==> src/rtl/sram2rw_pkg.sv <==
// Shared definitions for the SRAM2RW16x4-backed FIFO controller.
//   SRAM_DEPTH / SRAM_WIDTH : geometry of the dual-port macro
//   PIN_IDLE                : inactive level of the macro's CSB/WEB/OEB pins
package sram2rw_pkg;

  localparam int   SRAM_DEPTH = 16;
  localparam int   SRAM_WIDTH = 4;
  localparam logic PIN_IDLE   = 1'b1;

endpackage

==> src/rtl/sram2rw_fifo_outbuf.sv <==
// Two-entry output buffer sitting behind the SRAM read port.
// It absorbs the read data that the consumer does not take on the cycle it
// arrives, so reads can be issued ahead and one dequeue per cycle is kept.
//   clock, reset_n : clock, async active-low reset
//   push/push_data : store one word at the tail
//   pop            : drop the head word
//   occ            : number of held words (0..2)
//   head           : oldest held word (meaningful when occ != 0)
module sram2rw_fifo_outbuf
  import sram2rw_pkg::*;
#(
  parameter int WIDTH = SRAM_WIDTH
) (
  input  logic             clock,
  input  logic             reset_n,
  input  logic             push,
  input  logic [WIDTH-1:0] push_data,
  input  logic             pop,
  output logic [1:0]       occ,
  output logic [WIDTH-1:0] head
);

  logic [WIDTH-1:0] ent0_q, ent0_d;
  logic [WIDTH-1:0] ent1_q, ent1_d;
  logic [1:0]       occ_q, occ_d;

  // ent0 is always the head; a pop shifts ent1 down.
  always_comb begin
    ent0_d = ent0_q;
    ent1_d = ent1_q;
    occ_d  = occ_q;
    case ({push, pop})
      2'b10: begin
        if (occ_q == 2'd0) ent0_d = push_data;
        else               ent1_d = push_data;
        occ_d = occ_q + 2'd1;
      end
      2'b01: begin
        ent0_d = ent1_q;
        occ_d  = occ_q - 2'd1;
      end
      2'b11: begin
        // pop is only asserted with occ != 0, so occ is 1 or 2 here
        if (occ_q == 2'd1) begin
          ent0_d = push_data;
        end else begin
          ent0_d = ent1_q;
          ent1_d = push_data;
        end
      end
      default: ;
    endcase
  end

  always_ff @(posedge clock or negedge reset_n) begin
    if (!reset_n) begin
      ent0_q <= '0;
      ent1_q <= '0;
      occ_q  <= 2'd0;
    end else begin
      ent0_q <= ent0_d;
      ent1_q <= ent1_d;
      occ_q  <= occ_d;
    end
  end

  assign occ  = occ_q;
  assign head = ent0_q;

endmodule

==> src/rtl/sram2rw_fifo_ctrl.sv <==
// FIFO controller driving an SRAM2RW16x4 dual-port macro: port 1 writes,
// port 2 reads (registered, one-cycle latency). Presents valid/ready
// enqueue and dequeue streams; a two-entry output buffer hides the read
// latency.
//   clock, reset_n                         : clock, async active-low reset
//   enq_valid/enq_ready/enq_data           : producer stream
//   deq_valid/deq_ready/deq_data           : consumer stream
//   count                                  : total words held (SRAM + buffer + in flight)
//   sram_a1/i1/csb1/web1/oeb1              : macro port 1 (write)
//   sram_a2/csb2/web2/oeb2, sram_o2        : macro port 2 (read)
module sram2rw_fifo_ctrl
  import sram2rw_pkg::*;
#(
  parameter int DEPTH  = SRAM_DEPTH,
  parameter int WIDTH  = SRAM_WIDTH,
  parameter int ADDR_W = $clog2(DEPTH),
  parameter int CNT_W  = $clog2(DEPTH + 3)
) (
  input  logic              clock,
  input  logic              reset_n,
  input  logic              enq_valid,
  output logic              enq_ready,
  input  logic [WIDTH-1:0]  enq_data,
  output logic              deq_valid,
  input  logic              deq_ready,
  output logic [WIDTH-1:0]  deq_data,
  output logic [CNT_W-1:0]  count,
  output logic [ADDR_W-1:0] sram_a1,
  output logic [WIDTH-1:0]  sram_i1,
  output logic              sram_csb1,
  output logic              sram_web1,
  output logic              sram_oeb1,
  output logic [ADDR_W-1:0] sram_a2,
  output logic              sram_csb2,
  output logic              sram_web2,
  output logic              sram_oeb2,
  input  logic [WIDTH-1:0]  sram_o2
);

  localparam logic [ADDR_W:0] FULL_CNT = (ADDR_W + 1)'(DEPTH);

  logic [ADDR_W:0]  wr_ptr_q, wr_ptr_d;
  logic [ADDR_W:0]  rd_ptr_q, rd_ptr_d;
  logic [ADDR_W:0]  sram_cnt;
  logic             inflight_q, inflight_d;
  logic             enq_fire, deq_fire, rd_issue;
  logic             buf_push, buf_pop;
  logic [1:0]       occ;
  logic [WIDTH-1:0] head;
  logic [2:0]       pend;

  // Pointers carry one extra bit so full (DEPTH) and empty (0) differ.
  assign sram_cnt = wr_ptr_q - rd_ptr_q;

  // Gated by reset_n so the producer sees not-ready while reset is held.
  assign enq_ready = reset_n & (sram_cnt != FULL_CNT);
  assign enq_fire  = enq_valid & enq_ready;

  assign deq_valid = (occ != 2'd0) | inflight_q;
  assign deq_fire  = deq_valid & deq_ready;

  // Issue only if the word will have a buffer slot when it returns.
  assign pend     = {1'b0, occ} + {2'b00, inflight_q};
  assign rd_issue = (sram_cnt != '0) & (pend < (3'd2 + {2'b00, deq_fire}));

  // Returning read data bypasses the buffer when the consumer takes it at once.
  assign buf_pop  = deq_fire & (occ != 2'd0);
  assign buf_push = inflight_q & ~(deq_fire & (occ == 2'd0));

  sram2rw_fifo_outbuf #(.WIDTH(WIDTH)) u_outbuf (
    .clock     (clock),
    .reset_n   (reset_n),
    .push      (buf_push),
    .push_data (sram_o2),
    .pop       (buf_pop),
    .occ       (occ),
    .head      (head)
  );

  always_comb begin
    if (occ != 2'd0)     deq_data = head;
    else if (inflight_q) deq_data = sram_o2;
    else                 deq_data = '0;
  end

  always_comb begin
    wr_ptr_d   = wr_ptr_q + {{ADDR_W{1'b0}}, enq_fire};
    rd_ptr_d   = rd_ptr_q + {{ADDR_W{1'b0}}, rd_issue};
    inflight_d = rd_issue;
  end

  always_ff @(posedge clock or negedge reset_n) begin
    if (!reset_n) begin
      wr_ptr_q   <= '0;
      rd_ptr_q   <= '0;
      inflight_q <= 1'b0;
    end else begin
      wr_ptr_q   <= wr_ptr_d;
      rd_ptr_q   <= rd_ptr_d;
      inflight_q <= inflight_d;
    end
  end

  assign count = CNT_W'(sram_cnt) + CNT_W'(occ) + CNT_W'(inflight_q);

  always_comb begin
    sram_csb1 = PIN_IDLE;
    sram_web1 = PIN_IDLE;
    sram_oeb1 = PIN_IDLE;
    sram_a1   = '0;
    sram_i1   = '0;
    if (enq_fire) begin
      sram_csb1 = ~PIN_IDLE;
      sram_web1 = ~PIN_IDLE;
      sram_a1   = wr_ptr_q[ADDR_W-1:0];
      sram_i1   = enq_data;
    end
  end

  always_comb begin
    sram_csb2 = PIN_IDLE;
    sram_web2 = PIN_IDLE;
    sram_oeb2 = PIN_IDLE;
    sram_a2   = '0;
    if (rd_issue) begin
      sram_csb2 = ~PIN_IDLE;
      sram_oeb2 = ~PIN_IDLE;
      sram_a2   = rd_ptr_q[ADDR_W-1:0];
    end
  end

endmodule

==> config.mk <==
export PLATFORM = sky130hd
export DESIGN_NAME = sram2rw_fifo_ctrl
export DESIGN_NICKNAME = d
export VERILOG_FILES = /design/src/rtl/sram2rw_pkg.sv /design/src/rtl/sram2rw_fifo_outbuf.sv /design/src/rtl/sram2rw_fifo_ctrl.sv
export SDC_FILE = /design/constraint.sdc
export NUM_CORES = 1
export LEC_CHECK = 0
export ABC_CLOCK_PERIOD_IN_PS = 3650
export CORE_MARGIN = 2
export CORE_UTILIZATION = 25
export CTS_CLUSTER_DIAMETER = 120
export DETAILED_ROUTE_END_ITERATION = 8
export DONT_BUFFER_PORTS = 1
export PLACE_DENSITY = 0.44
export SYNTH_ARGS = -nofsm -noshare
export SYNTH_HDL_FRONTEND = slang
export SYNTH_HIERARCHICAL = 1
export SYNTH_SLANG_ARGS = --single-unit
export TNS_END_PERCENT = 20
==> constraint.sdc <==
create_clock -name clock -period 3.65 [get_ports clock]
set_clock_uncertainty 0.15 [all_clocks]
set_input_delay 0.73 -clock clock [delete_from_list [all_inputs] [get_ports clock]]
set_output_delay 0.73 -clock clock [all_outputs]
set_load 0.005 [all_outputs]
Figure 1. Routing congestion.
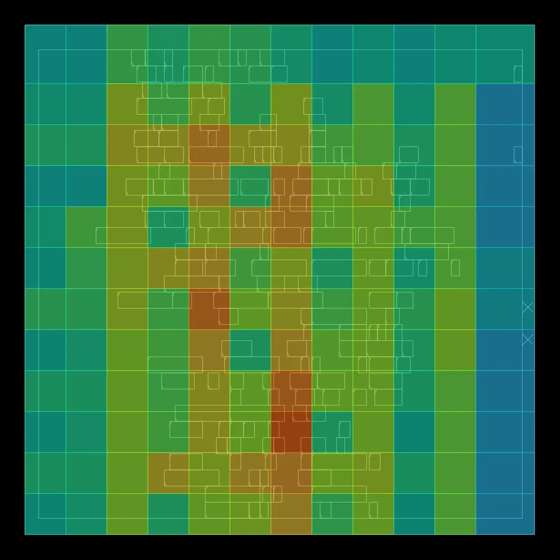
end-of-flow core utilization: 0.283
met2 usage in global routing: 0.152
met3 demand-to-capacity share in global routing: 0.0202
Routed WL per cell: 14.5 um

Figure 2. Signal wires by layer.
Only two layers are drawn.
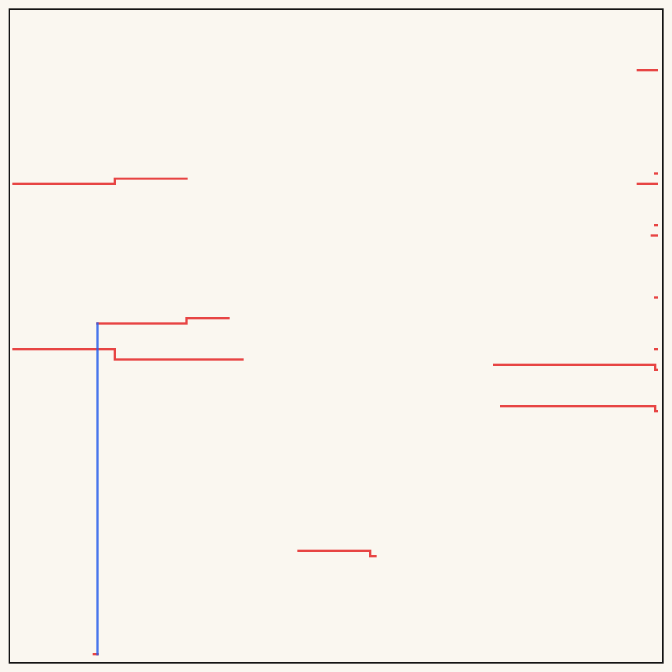
Key: red = met3 [wire length 134 um]; blue = met4 [wire length 43.5 um]
via count: 1173
global-route usage over all layers: 0.104
routed wire length: 3650 um

Figure 3. Register map, names as in the netlist.
Other sequential cells in the stronger gray, the rest of the logic in the fainter gray.
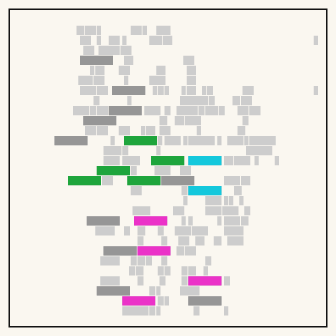
Key: green = rd_ptr_q [sequential cells 5, where center]; cyan = u_outbuf/occ [sequential cells 2]; magenta = u_outbuf/head [sequential cells 4, where south]
Another 10 sequential cells are not colored.
sequential standard cell area: 526 um^2
Seq/total area: 0.289

==> metrics.json <==
{
  "cts.hold.buffers_added": {"value": 0},
  "synth_flops": {"value": 21},
  "violations_in_the_final_reports": {"value": "design-rule violations"},
  "critical_path.n_buffers_inverters": {"value": 1},
  "setup.worst_path.start": {"value": "wr_ptr_q[0]$_DFF_PN0_"},
  "worst_r2r_path_depth": {"value": 11},
  "buffers_excl_clock": {"value": 6},
  "firstDrtPassIters": {"value": 5},
  "timing.critical_path.fanout_max": {"value": 5},
  "remaining_number_of_nets_flagged_by_the_antenna_check_after_routing": {"value": 0},
  "layout.filler_cells": {"value": 661},
  "dpl.cell_count": {"value": 243},
  "insertion_delay": {"value": 0.26, "unit": "ns"},
  "antenna-diode-count": {"value": 0},
  "synth.avg_cell_area": {"value": 9.78, "unit": "um^2"},
  "synth.comb.largest_family": {"value": "AND-OR/OR-AND gates"},
  "routed_via_density": {"value": 4.65},
  "floorplan.die_area": {"value": 7360, "unit": "um^2"},
  "worst_r2r_endpoint": {"value": "rd_ptr_q[4]$_DFF_PN0_"},
  "clock_buffers": {"value": 4},
  "adder_share": {"value": 0.163},
  "post_synth_area_from_yosys_stat": {"value": 1670, "unit": "um^2"},
  "dr.first_iter.drc_count": {"value": 90},
  "inv_count": {"value": 16},
  "critical_path_slowest_stage_cell": {"value": "sky130_fd_sc_hd__fa_1"},
  "layout.clock.cell_area_share": {"value": 0.0247},
  "postSynth.topFlopCell": {"value": "sky130_fd_sc_hd__dfrtp_1"},
  "postLayoutCellArea": {"value": 1820, "unit": "um^2"},
  "first_global_vias": {"value": 1149},
  "fp-row-count": {"value": 29},
  "synth-cells-yosys": {"value": 171},
  "gr-usage-met1": {"value": 0.152},
  "layout-area-overhead-vs-synth": {"value": 8.91, "unit": "%"},
  "die-height": {"value": 85.8, "unit": "um"},
  "flip_flops_with_a_built_in_enable": {"value": 0},
  "yosys.cell_count.top_type": {"value": "sky130_fd_sc_hd__dfrtp_1"},
  "synth-async-reset-ratio": {"value": 1.00},
  "grt.busiest_layer": {"value": "met2"},
  "drc": {"value": 2},
  "yosysTopAreaCellShare": {"value": 0.314},
  "crit_required": {"value": 2.77, "unit": "ns"},
  "run_status": {"value": "complete, but fails checks"},
  "synth.area.top_cells": {"value": "sky130_fd_sc_hd__dfrtp_1 (31%), sky130_fd_sc_hd__ha_1 (13%), sky130_fd_sc_hd__nand3_1 (4.5%)"},
  "clock_tree.buffer_depth": {"value": 2},
  "yosysWarnings": {"value": 6},
  "critPathCaptureType": {"value": "output pin"},
  "xor_xnor_area_frac": {"value": 0.0831},
  "hold_path_class": {"value": "input port to async pin"},
  "lay_top_count": {"value": "sky130_fd_sc_hd__dfrtp_1"},
  "grt_antenna_before_repair": {"value": 0},
  "warnings": {"value": 30},
  "cp_slowest_stage_delay": {"value": 0.43, "unit": "ns"},
  "comb_area_share": {"value": 0.569},
  "timing_hold_violations_final": {"value": 0},
  "fin_worst_hold_slack": {"value": 0.119, "unit": "ns"},
  "n_tap_cell": {"value": 77},
  "area_share_nonclk_buffers": {"value": 0.0316},
  "detailed_place_hpwl": {"value": 2740, "unit": "um"}
}
Figure 4. I/O pins on the die edge.
Pins as bars across the die edge, other pins in gray.
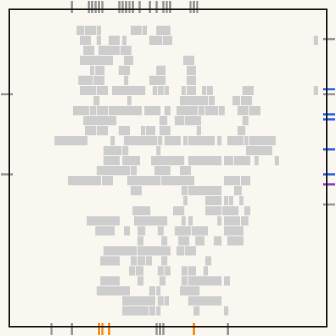
Key: purple = deq_valid [pins 1, direction output, edge east]; orange = sram_o2 [pins 4, direction input, edge south]; blue = count [pins 5, direction output, edge east]

Figure 5. The metal 3 layer.
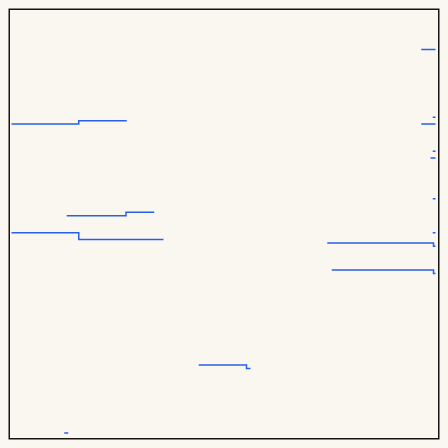
The longest straight run is 21.2 um. The layer holds 3.7% of the routed length.

